`src/rtl/add_pipe_pkg.sv`:
```
// Shared definitions for add_pipe: op encoding and saturation clamp constants.
// Clamp constants are produced at CLAMP_W bits and sliced to WIDTH by the user (WIDTH <= CLAMP_W).
package add_pipe_pkg;

  typedef enum logic {
    OP_ADD = 1'b0,
    OP_SUB = 1'b1
  } op_t;

  localparam int CLAMP_W = 64;

  // want_max selects the upper clamp, otherwise the lower clamp.
  function automatic logic [CLAMP_W-1:0] clamp_const(input int width, input bit is_signed,
                                                     input bit want_max);
    logic [CLAMP_W-1:0] ones;
    logic [CLAMP_W-1:0] c;
    ones = {CLAMP_W{1'b1}} >> (CLAMP_W - width);
    if (is_signed) begin
      c = want_max ? (ones >> 1) : (~(ones >> 1) & ones);
    end else begin
      c = want_max ? ones : '0;
    end
    return c;
  endfunction

endpackage

```
`src/rtl/add_pipe_stage.sv`:
```
// One handshake register stage holding {valid, sum, ovf}; loads when empty or when downstream loads.
// Latency 1 cycle; stalls by holding its contents while full and downstream does not load.
module add_pipe_stage #(
  parameter int WIDTH = 8
) (
  input  logic             clock,
  input  logic             reset_n,
  input  logic             up_valid,
  input  logic [WIDTH-1:0] up_sum,
  input  logic             up_ovf,
  input  logic             dn_load,
  output logic             load,
  output logic             v,
  output logic [WIDTH-1:0] sum,
  output logic             ovf
);

  assign load = !v || dn_load;

  // On a bubble only the valid bit drops; the data is left as it was.
  always_ff @(posedge clock or negedge reset_n) begin
    if (!reset_n) begin
      v   <= 1'b0;
      sum <= '0;
      ovf <= 1'b0;
    end else if (load) begin
      v <= up_valid;
      if (up_valid) begin
        sum <= up_sum;
        ovf <= up_ovf;
      end
    end
  end

endmodule

```
`src/rtl/add_pipe.sv`:
```
// Pipelined add/sub with overflow flag; latency STAGES, full throughput, bubbles collapse under backpressure.
// Optional ADD_PIPE_SAT_EN makes overflowing results saturate instead of wrapping.
module add_pipe
  import add_pipe_pkg::*;
#(
  parameter int WIDTH  = 8,
  parameter int STAGES = 2,
  parameter int SIGNED = 0
) (
  input  logic             clock,
  input  logic             reset_n,
  input  logic             in_valid,
  output logic             in_ready,
  input  logic [WIDTH-1:0] in_a,
  input  logic [WIDTH-1:0] in_b,
  input  logic             in_op,
  output logic             out_valid,
  input  logic             out_ready,
  output logic [WIDTH-1:0] out_sum,
  output logic             out_ovf
);

`ifdef ADD_PIPE_SAT_EN
  localparam logic [CLAMP_W-1:0] SAT_MAX_W = clamp_const(WIDTH, SIGNED != 0, 1'b1);
  localparam logic [CLAMP_W-1:0] SAT_MIN_W = clamp_const(WIDTH, SIGNED != 0, 1'b0);
  localparam logic [WIDTH-1:0]   SAT_MAX   = SAT_MAX_W[WIDTH-1:0];
  localparam logic [WIDTH-1:0]   SAT_MIN   = SAT_MIN_W[WIDTH-1:0];
`endif

  op_t              op;
  logic [WIDTH:0]   a_x;
  logic [WIDTH:0]   b_x;
  logic [WIDTH:0]   wide;
  logic [WIDTH-1:0] res;
  logic             ovf;

  assign op = op_t'(in_op);

  always_comb begin
    a_x  = {1'b0, in_a};
    b_x  = {1'b0, in_b};
    wide = (op == OP_SUB) ? (a_x - b_x) : (a_x + b_x);
    // Unsigned: bit WIDTH is the carry (add) or borrow (sub).
    if (SIGNED != 0) begin
      ovf = ((op == OP_SUB) ? (in_a[WIDTH-1] != in_b[WIDTH-1])
                            : (in_a[WIDTH-1] == in_b[WIDTH-1]))
            && (wide[WIDTH-1] != in_a[WIDTH-1]);
    end else begin
      ovf = wide[WIDTH];
    end
    res = wide[WIDTH-1:0];
`ifdef ADD_PIPE_SAT_EN
    // Signed overflow direction follows the sign of a.
    if (ovf) begin
      if (SIGNED != 0) res = in_a[WIDTH-1] ? SAT_MIN : SAT_MAX;
      else             res = (op == OP_SUB) ? SAT_MIN : SAT_MAX;
    end
`endif
  end

  logic [STAGES-1:0] v;
  logic [STAGES-1:0] ovf_q;
  logic [WIDTH-1:0]  sum_q [STAGES];

  for (genvar i = 0; i < STAGES; i++) begin : g_stage
    logic ld;
    logic dn;
    logic             up_v;
    logic [WIDTH-1:0] up_s;
    logic             up_o;

    if (i == STAGES - 1) begin : g_last
      assign dn = out_ready;
    end else begin : g_mid
      assign dn = g_stage[i+1].ld;
    end

    if (i == 0) begin : g_first
      assign up_v = in_valid;
      assign up_s = res;
      assign up_o = ovf;
    end else begin : g_next
      assign up_v = v[i-1];
      assign up_s = sum_q[i-1];
      assign up_o = ovf_q[i-1];
    end

    add_pipe_stage #(.WIDTH(WIDTH)) u_stage (
      .clock   (clock),
      .reset_n (reset_n),
      .up_valid(up_v),
      .up_sum  (up_s),
      .up_ovf  (up_o),
      .dn_load (dn),
      .load    (ld),
      .v       (v[i]),
      .sum     (sum_q[i]),
      .ovf     (ovf_q[i])
    );
  end

  assign in_ready  = g_stage[0].ld;
  assign out_valid = v[STAGES-1];
  assign out_sum   = sum_q[STAGES-1];
  assign out_ovf   = ovf_q[STAGES-1];

endmodule
```
`config.mk`:
```
export PLATFORM = sky130hd
export DESIGN_NAME = add_pipe
export DESIGN_NICKNAME = d
export VERILOG_FILES = /design/src/rtl/add_pipe_pkg.sv /design/src/rtl/add_pipe_stage.sv /design/src/rtl/add_pipe.sv
export SDC_FILE = /design/constraint.sdc
export NUM_CORES = 1
export LEC_CHECK = 0
export CAP_MARGIN = 40
export CORE_ASPECT_RATIO = 1.4
export CORE_MARGIN = 4
export CORE_UTILIZATION = 40
export CTS_BUF_LIST = sky130_fd_sc_hd__clkbuf_4 sky130_fd_sc_hd__clkbuf_8 sky130_fd_sc_hd__clkbuf_16
export DETAILED_ROUTE_END_ITERATION = 12
export GPL_TIMING_DRIVEN = 0
export PLACE_DENSITY_LB_ADDON = 0.2
export SKIP_LAST_GASP = 1
export SLEW_MARGIN = 20
export SYNTH_ARGS = -nofsm -noshare
export SYNTH_HDL_FRONTEND = slang
export SYNTH_SLANG_ARGS = --single-unit
```
`constraint.sdc`:
```
create_clock -name clock -period 1.1 [get_ports clock]
set_input_delay 0.22 -clock clock [delete_from_list [all_inputs] [get_ports clock]]
set_output_delay 0.22 -clock clock [all_outputs]
set_load 0.02 [all_outputs]
```
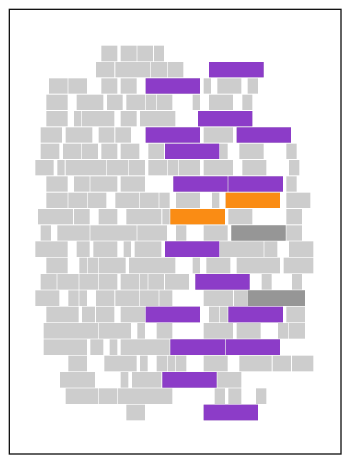
**Above:** run 1 (where the registers sit).
Scale: 6 px per µm. Other sequential cells in the stronger gray, the rest of the logic in the fainter gray.
`g_stage.u_stage.sum`: shown in purple, placed flops 16. `g_stage.u_stage.ovf`: shown in orange, placed flops 2.
Another 2 sequential cells are not colored.
sequential power: 0.00104 W
fin util: 0.700
Flop area: 502 µm²
fraction of area in registers: 0.247

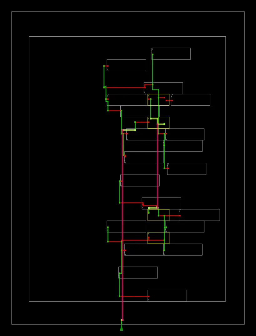
**Above:** run 1 (the clock network).
TritonCTS buffer count: 3
registers: 20

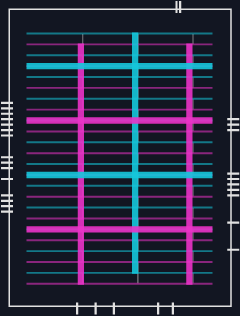
**Above:** run 1 (power grid).
Scale: 4 px per µm. Pins as bars on the die edge. Tap cells in gray.
VDD: shown in cyan. VSS: shown in magenta.
24 met1 rails follow the rows. 3 straps on met4. 4 straps on met5. 32 signal pins sit on the boundary.
Chip Width: 55.1 µm
Die Ht: 73.9 µm

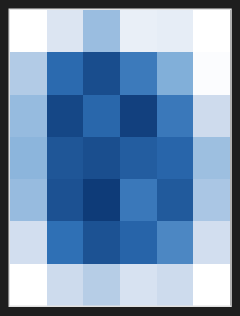
**Above:** run 1 (cell area per tile).
Scale: 4 px per µm. The die is cut into 6 by 7 equal tiles; white is low, dark blue is high, 0 to 100% covered.
12% of the tiles are nearly empty. The fullest tile reaches 96%. The mean over all tiles is 49%. 33% of the tiles are over 75% full. The densest ninth of the die: middle. The emptiest ninth of the die: top right.
FP Util: 0.427
core area: 2910 µm²

==> Changelog: implementation, run 1 <==
### Changed

- Synth Register Bits: 20
- Lkg Pwr: 0.920 nW
- Insertion Delay late pin: 0.25 ns
- Reg clk slew, reported paths: 0.07 ns
- Vias in the first global route: 1080
- CP Cell Sequence: buf_8, nor3_4, buf_6, buf_6, a31oi_4, xnor2_1, ha_1, a211o_1, o32ai_2, xor2_1, o21ai_1
- Crit path top cell by count: buf_6
- Slew margin rel.: 0.822
- Yosys warns: 0
- Port Buffers: 30
- Cell count in the Yosys report: 119
- Min-Delay Endpoint: g_stage[0].u_stage.sum[0]
- Slew Viols, Final: 0
- Syn nets: 150
- Failing checks: setup timing
- Clock skew: 0.00209 ns
- Pwr/cell area: 1430 nW/µm²
- Layout Area Growth over Synthesis: 64.1%
- R2R depth: 6
- Largest fanout on the critical path: 2
- Outcome: finished with violations
- Nets@finish: 210
- Wire per inst: 14.3 µm
- RSZ-0062 raised after global routing: yes
- Crit Path Class: in2reg
- R2R Path End: g_stage[0].u_stage.sum[3]
- FP Rows: 23
- Hold Startpoint: in_b[0]
- Post-Route Setup TNS: -4.81 ns
- Post-synth EDFFs: 0
- CP startpoint: in_b[4]
- Worst min path class: in2reg
- Drt drc: 0
- Fill cells: 218
- Die ar.: 4070 µm²
- Drt via density: slightly above 5
- Count of final setup violators: 10
- Final critical-path required period: 1.90 ns
- Measured slew at the worst slew-check pin: 0.267 ns
- Ant. Diodes: 0
- H-tree levels: 1
- Clk buf depth: 2
- FF-to-FF setup slack: -0.07 ns
- Top-Level Pins: 32
- Peak VDD IR: 0.000871 V
- Post-route cell area: 2030 µm²
- Predominant post-synthesis flop cell: dfrtp_1
- Final Total Pwr: just under 0.003 W
- Clock Tree Root: clkbuf_8
- Pre-CTS setup slack: -1.57 ns
- Initial antenna violation count: 0
- Worst EP required: around 1.2 ns
- Clock Sinks: 20
- Cycle use final: 1.73
- Final WS setup: -0.800 ns
- Fmax: about 0.53 GHz
- Grt ovf: 0
- MI comb area: 873 µm²
- Final Hold Vio Count: 0
- DRT Pass-1 Iters: 4
- Slowest cell on the critical path: ha_1
- Final WL: 3070 µm
- Critical path's largest stage delay: 0.31 ns
- Async SR Flop Fraction: 1.00
- Count of cell types in the netlist: 28
- Yosys chip area: around 1200 µm²
- CP Capture Point: g_stage[0].u_stage.sum[7]
- Worst Hold Depth: 3
- Total track usage: 0.154
- Crit start category: primary input
- CP Capture Type: flip-flop
- Post-synthesis sequential area ratio: 0.404
- Worst Path Arrival: 2.04 ns
- Mapped Area: 1240 µm²
- Share of layout cells above drive strength 1: 0.494
- Largest net degree at the start of global routing: 21
- Antenna viol nets, final: 0
- Initial drt markers: 26
- TritonCTS clock tree: yes
- Vias: 1117
- Cells after Synth: 119
- Post-DP Area: around 1700 µm²
- Placer congestion estimate: 0.718
- HPWL after DPL: 2000 µm
- Log Warnings: 29
- Reg2reg start: g_stage[1].u_stage.v
- Max Cap Viol: 0
==> run 1: cells in the mapped netlist, types with 2 or more instances <==
cell | instances | share of area
nor3_1 | 2 | 0.0081
inv_1 | 7 | 0.021
xnor2_1 | 8 | 0.057
o31ai_1 | 2 | 0.012
o21a_1 | 4 | 0.024
buf_4 | 2 | 0.012
ha_1 | 9 | 0.091
nand2_1 | 11 | 0.033
nand2b_1 | 6 | 0.030
a21oi_2 | 3 | 0.021
nor2_1 | 7 | 0.021
a21o_1 | 2 | 0.012
o21ai_0 | 5 | 0.020
xor2_1 | 3 | 0.021
mux2_2 | 10 | 0.091
o21ai_1 | 3 | 0.012
dfrtp_1 | 20 | 0.40
a21oi_1 | 3 | 0.012
a31oi_1 | 3 | 0.015
==> run 1: state kept, by name, indices dropped and copies added, names as in the netlist <==
signal	count
g_stage.u_stage.ovf	2
g_stage.u_stage.v	2
g_stage.u_stage.sum	16
==> run 1: per-stage QoR <==
step | hold slack [ns] | std cells
CTS | 0.212 | 201
global route | 0.315 | 215
finish | 0.309 | 215
detailed placement | 0.465 | 186
floorplan | -0.0756 | 119
global placement | 0.459 | 186
==> run 1: per-layer routing <==
| metal | wire length [µm] | track usage | vias up |
|---|---|---|---|
| met5 | 0 | 0 | - |
| met4 | 118 | 0.100 | 0 |
| met3 | 175 | 0.0203 | 10 |
| met2 | 1740 | 0.280 | 36 |
| met1 | 1030 | 0.153 | 533 |
| li1 | - | - | 538 |
==> run 1: final cells by class <==
class / count / area share
inverters: 7 / 0.0215
repair buffers: 55 / 0.242
well taps: 37 / 0.0228
plain buffers: 2 / 0.0111
multi-input cells: 90 / 0.429
flip-flops and latches: 20 / 0.247
clock buffers: 4 / 0.0271
==> run 1: critical path: cells and delay by family <==
family,cells,cell delay (ns)
AOI/OAI and AO/OA,4,0.66
xor gates and xnor gates,2,0.32
adders and majority gates,1,0.31
buffers and inverters,3,0.32
and+or+nand+nor,1,0.20
==> run 1: kinds of logic after synthesis <==
group                    Yosys count  share of synthesized area
AND-OR/OR-AND                     29                      0.162
flip-flops                        20                      0.404
multiplexers                      10                     0.0908
XOR/XNOR                          11                     0.0777
AND/OR/NAND/NOR                   30                      0.125
buffers and inverters              9                     0.0333
adder cells (fa/ha/maj)           10                      0.107
==> run 1: layout by cell type (no fill, tap or decap), drive strengths merged, types with 2 or more instances in the layout <==
cell	n
inv	6
nand2b	6
o21a	4
a21o	2
dlygate4sd2	6
clkdlybuf4s50	8
ha	9
o31ai	2
nor2	7
mux2	10
xnor2	8
clkbuf	4
o21ai	8
buf	42
nand2	11
a21oi	6
xor2	3
dfrtp	20
a31oi	3
nor3	3
==> run 1: power breakdown <==
| part | internal, W | switching [W] | leakage [nW] |
|---|---|---|---|
| Clock | 0.000318 | 0.000225 | 0.0288 |
| Combinational | 0.000659 | 0.000668 | 0.650 |
| Sequential | 0.000949 | 0.0000899 | 0.241 |
| Total | 0.00193 | 0.000983 | 0.920 |
==> run 1: repair_timing <==
item	4_1_cts	5_1_grt
pin swaps	20	14
gates resized	102	15
hold buffers	0	1
buffers inserted	11	12
hold endpoints to repair	0	4
endpoints found under the setup margin	30	13
**Run 1: routed metal, one color a layer**

Scale: 6 px per µm.
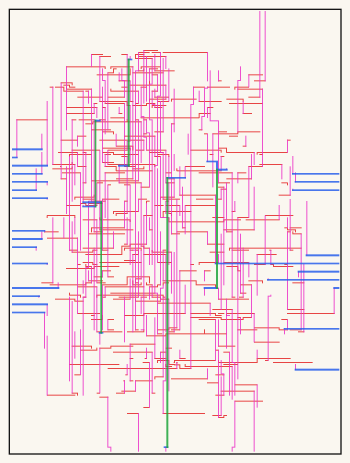

==> run 2: changes to the inputs <==
Settings changed: DONT_BUFFER_PORTS set to 1, SYNTH_HIERARCHICAL set to 1.
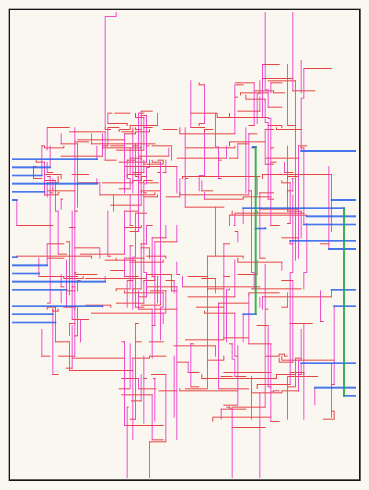
**Above:** run 2 (routed metal, one color a layer).
Scale: 6 px per µm.
metal 2: shown in magenta, wire length 1390 µm. metal 4: shown in green, wire length 59.2 µm. metal 3: shown in blue, wire length 199 µm. metal 1: shown in red, wire length 952 µm.

==> Changelog: implementation, run 2 <==
### Changed

- Drt via density: 5.30 (+1.9%)
- Max Cap Viol: 0 (unchanged)
- FF-to-FF setup slack: -0.27 ns (-0.20 ns)
- Total track usage: 0.127 (-0.0267)
- Crit start category: primary input
- Drt drc: 0 (unchanged)
- Compound-Gate Fraction of Synth Area: 0.0967 (-0.0657)
- Antenna viol nets, final: 0 (unchanged)
- Post-synth EDFFs: 0 (unchanged)
- Most numerous cell in the Yosys netlist: dfrtp_1
- Die ar.: 4550 µm² (+12%)
- Cell count in the Yosys report: 116 (-2.5%)
- Most instantiated logic cells after routing: mux2_4 (19), dfrtp_1 (19), xnor2_1 (9)
- Clk pwr share: 0.181 (-0.006)
- Min Hold Slack: 0.0688 ns (-0.240 ns)
- TritonCTS buffer count: 3 (unchanged)
- Worst min path class: in2reg
- Worst Hold Depth: 1 (-2)
- Count of final setup violators: 19 (+9)
- Worst Path Arrival: 1.99 ns (-0.05 ns)
- FP Util: 0.417 (-0.00920)
- Outcome: finished with violations
- FP Rows: 25 (+8.7%)
- Failing checks: setup timing
- Reg clk slew, reported paths: 0.07 ns (about the same)
- Final critical-path required period: 1.85 ns (-0.0502 ns)
- Worst EP required: 1.24 ns (about the same)
- Fill cells: 306 (+40%)
- Async SR Flop Fraction: 1.00 (unchanged)
- Area leader, netlist: dfrtp_1
- Largest fanout on the critical path: 4 (+2)
- Count of cell types in the netlist: 32 (+14%)
- R2R depth: 3 (-3)
- Measured slew at the worst slew-check pin: 0.432 ns (+0.166 ns)
- Largest Register: g_stage.u_stage/sum
- Top cells by area: dfrtp_1 (35%), mux2_4 (19%), ha_1 (8.0%)
- Fmax: 0.540 GHz (+2.7%)
- Log Warnings: 29 (unchanged)
- Post-synthesis sequential area ratio: 0.355 (-0.0487)
- Initial drt markers: 19 (-27%)
- HPWL after DPL: 1990 µm (-0.47%)
- Post-DP Area: 1490 µm² (-11%)
- Final WS setup: -0.750 ns (+0.0502 ns)
- Slew margin rel.: 0.712 (-0.110)
- R2R Path End: g_stage[0].u_stage/sum[2]
- Yosys chip area: 1410 µm² (+14%)
- DRT Pass-1 Iters: 2 (-2)
- Layout Area Growth over Synthesis: 19.5%
- Largest net degree at the start of global routing: 21 (unchanged)
- Min-Delay Endpoint: g_stage[0].u_stage/v
- TritonCTS clock tree: yes
- Slew Viols, Final: 0 (unchanged)
- Adder Area Share: 0.0941 (-0.0129)
- Clock Tree Root: clkbuf_8
- Area leader share: 0.355 (-0.0487)
- Initial antenna violation count: 0 (unchanged)
- Reg2reg start: g_stage[0].u_stage/v
- Final WL: 2600 µm (-15%)
- Top-Level Pins: 32 (unchanged)
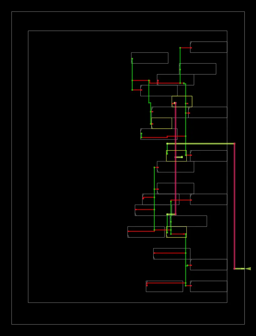
**Above:** run 2 (the clock network).
Insertion Delay late pin: 0.25 ns
Clock Sinks: 20
clk_buf instances: 4

[run 2: netlist changes by cell type after synthesis, moves of 3 or more]
cell / before / now
a21oi_2: 3 / 0
mux2_2: 10 / 1
mux2_4: 0 / 18
nand2_1: 11 / 2
nand2b_1: 6 / 3
o21ai_1: 3 / 0
[run 2: stage by stage]
step / setup WS (ns) / cells / power (W)
final: -0.750 / 169 / 0.00303
after global routing: -0.834 / 169 / 0.00321
after CTS: -0.739 / 168 / 0.00304
after detailed placement: -1.06 / 156 / 0.00238
after global placement: -1.02 / 156 / 0.00232
after floorplan: -0.931 / 116 / 0.00220
[run 2: cell families (layout without fill, tap and decap cells)]
family | count (synthesis) | count (layout)
AOI/OAI and AO/OA | 18 | 18
DFF | 20 | 20
adders and majority gates | 10 | 10
xor gates and xnor gates | 12 | 12
buffers and inverters | 10 | 22
muxes | 20 | 20
and+or+nand+nor | 26 | 27
[run 2: area by class of cell]
class	count	area, µm²	share of cell area
buffer	1	11.3	0.00668
tap	40	50.0	0.0297
sequential	20	502	0.298
multi-input combinational	87	947	0.562
clock buffer	4	55.1	0.0327
timing repair buffer	8	73.8	0.0438
inverter	9	46.3	0.0275
[run 2: power by group through the flow]
stage	clock, W	sequential (W)	combinational [W]
finish	0.000549	0.00143	0.00105
global route	0.000595	0.00147	0.00114
CTS	0.000567	0.00144	0.00103
detailed placement	0	0.00145	0.000928
global placement	0	0.00143	0.000893
floorplan	0	0.00137	0.000832
[run 2: what timing repair did]
item                       4_1_cts  5_1_grt
buffers inserted                 6        0
hold endpoints to repair        20        0
pin swaps                        6        2
hold buffers                     1        0
setup endpoints to repair       19       19
gates resized                    9        3
gates cloned                     1        0
[run 2: worst max path at each step]
stage,start,endpoint,slack [ns],depth (start not counted)
final,in_b[1],g_stage[0].u_stage/ovf,-0.75,9
after global routing,in_b[1],g_stage[0].u_stage/ovf,-0.83,9
after CTS,in_b[1],g_stage[0].u_stage/ovf,-0.74,9
after detailed placement,in_b[1],g_stage[0].u_stage/ovf,-1.06,9
after global placement,in_b[1],g_stage[0].u_stage/ovf,-1.02,9
after floorplan,in_b[1],g_stage[0].u_stage/ovf,-0.93,9
[run 2: per-layer routing]
layer | track usage | wire, µm | part of all wire | up-vias
li1 | - | - | - | 432
met1 | 0.132 | 951 | 0.37 | 429
met2 | 0.226 | 1390 | 0.54 | 29
met3 | 0.0362 | 199 | 0.076 | 5
met4 | 0.0626 | 59 | 0.023 | 0
met5 | 0 | 0 | 0 | -
[run 2: worst max-delay path: stages]
cell and delay (ns):
inv_12 0.01, ha_4 0.21, mux2_4 0.28, fa_2 0.37, nor2b_4 0.16, o2111ai_4 0.15
a32oi_2 0.22, xnor2_1 0.10, mux2_4 0.27
**Run 2: cell area per tile**

Scale: 4 px per µm. The die is cut into 6 by 8 equal tiles; white is low, dark blue is high, 0 to 100% covered.
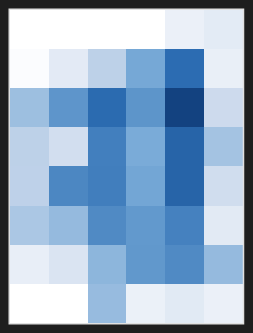

==> run 3: changes to the inputs <==
Settings changed: CORE_MARGIN 4 to 3, CORE_UTILIZATION 40 to 45.
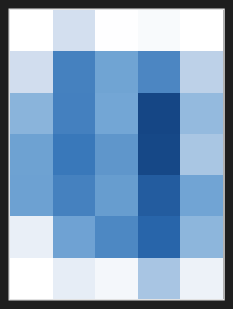
**Above:** run 3 (cell area per tile).
Scale: 4 px per µm. The die is cut into 5 by 7 equal tiles; white is low, dark blue is high, 0 to 100% covered.
The fullest tile reaches 91%. 11% of the tiles are nearly empty. The emptiest ninth of the die: bottom left. The mean over all tiles is 42%. 11% of the tiles are over 75% full.
core area: 2940 µm²
fin util: 0.571
FP Util: 0.480

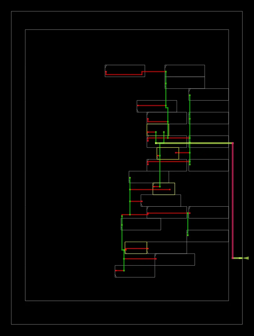
**Above:** run 3 (the clock network).
clock skew: 0.00395 ns
Clock group: 0.000534 W

==> Changelog: implementation, run 3 <==
### Changed

- Post-synthesis sequential area ratio: 0.355 (unchanged)
- Slew margin rel.: 0.716 (+0.00410)
- TritonCTS clock tree: yes
- Antenna viol nets, final: 0 (unchanged)
- Count of cell types in the netlist: 32 (unchanged)
- Failing checks: setup timing
- HPWL after DPL: 1870 µm (-6.0%)
- Post-synth EDFFs: 0 (unchanged)
- Drt via density: 5.24 (-0.98%)
- Fmax: 0.549 GHz (+1.6%)
- Largest fanout on the critical path: 4 (unchanged)
- Most numerous cell in the Yosys netlist: dfrtp_1
- Initial drt markers: 2 (-17)
- Most instantiated logic cells after routing: mux2_4 (19), dfrtp_1 (19), xnor2_1 (9)
- Reg clk slew, reported paths: 0.07 ns (about the same)
- Crit start category: primary input
- Measured slew at the worst slew-check pin: 0.426 ns (-0.00614 ns)
- Crit path top cell by count: mux2_4
- Critical path's largest stage delay: 0.38 ns (about the same)
- Async SR Flop Fraction: 1.00 (unchanged)
- Insertion Delay late pin: 0.25 ns (about the same)
- Clock Tree Root: clkbuf_8
- Total track usage: 0.137 (+0.00995)
- Non-Filler Instances: 168 (-0.59%)
- Largest Register: g_stage.u_stage/sum
- CP Cell Sequence: inv_12, ha_4, mux2_4, fa_2, nor2b_4, o2111ai_2, a32oi_2, xnor2_1, mux2_4
- Final WS setup: -0.721 ns (+0.0292 ns)
- TritonCTS buffer count: 3 (unchanged)
- Adder Area Share: 0.0941 (unchanged)
- Top cells by area: dfrtp_1 (35%), mux2_4 (19%), ha_1 (8.0%)
- CP delay by family, top: adder cells
- Count of final setup violators: 19 (unchanged)
- Cell count in the Yosys report: 116 (unchanged)
- Area leader share: 0.355 (unchanged)
- Final WL: 2420 µm (-6.9%)
- Outcome: finished with violations
- Top-Level Pins: 32 (unchanged)
- Yosys chip area: 1410 µm² (unchanged)
- Worst Path Arrival: 1.96 ns (-0.03 ns)
==> run 3: cell counts after synthesis <==
No cell type changed its count.
==> run 3: repair_timing <==
item                                   in CTS  in global routing
setup endpoints to repair                  19                 19
hold buffers                                1                  0
cloned                                      1                  0
pin swaps                                   3                  4
gates resized                               3                  5
buffers inserted                            2                  6
endpoints found under the hold margin      20                  0
==> run 3: worst register-to-register path, cell delays in order (launching register included) <==
cell and delay [ns]:
dfrtp_1 0.60, nand2b_4 0.17, nand2_8 0.15, mux2_4 0.31
==> run 3: logic make-up (layout without fill, tap and decap cells) <==
group	Yosys count	count (layout)
simple gates	26	27
mux	20	20
flops	20	20
compound gates	18	18
xor+xnor	12	12
fa+ha+maj	10	10
buf+inv	10	24
==> run 3: power by group <==
part | internal, W | switching (W) | leakage (nW)
registers | 0.00102 | 0.000405 | 0.232
clock network | 0.000317 | 0.000217 | 0.0288
logic | 0.000669 | 0.000356 | 0.520
total | 0.00201 | 0.000978 | 0.781
==> run 3: final cells by class <==
cell class	instances	area, µm²
plain buffers	1	11.3
clock buffers	4	55.1
fillers	271	1260
inverters	9	48.8
multi-input cells	87	916
flip-flops and latches	20	502
well taps	37	46.3
repair buffers	10	96.3
==> run 3: path summary, 6_finish.rpt <==
| path | startpoint | slack, ns | cells past startpoint | end |
|---|---|---|---|---|
| worst min-delay path | in_valid | 0.08 | 1 | g_stage[0].u_stage/v |
| min in group asynchronous | reset_n | 0.33 | 1 | g_stage[1].u_stage/sum[1] |
| worst max-delay path | in_b[1] | -0.72 | 9 | g_stage[0].u_stage/ovf |
| max in group asynchronous | reset_n | 0.35 | 2 | g_stage[1].u_stage/v |
| worst max register to register | g_stage[0].u_stage/v | -0.25 | 3 | g_stage[0].u_stage/sum[3] |
| worst min register to register | g_stage[0].u_stage/sum[1] | 0.51 | 1 | g_stage[0].u_stage/sum[1] |
==> run 3: per-layer routing <==
layer	GRT usage	share of wire
met4	0.0568	0.024
met5	0	0
met2	0.255	0.54
met3	0.0267	0.042
met1	0.142	0.39
==> run 3: through the flow <==
step | setup TNS [ns] | power (W) | cell area, µm²
final | -5.85 | 0.00299 | 1680
after global routing | -6.81 | 0.00318 | 1680
after CTS | -6.68 | 0.00295 | 1600
after detailed placement | -6.99 | 0.00237 | 1490
after global placement | -6.68 | 0.00232 | 1490
after floorplan | -6.11 | 0.00220 | 1440
No activity file was given, so power comes from the tool's default toggle rates.
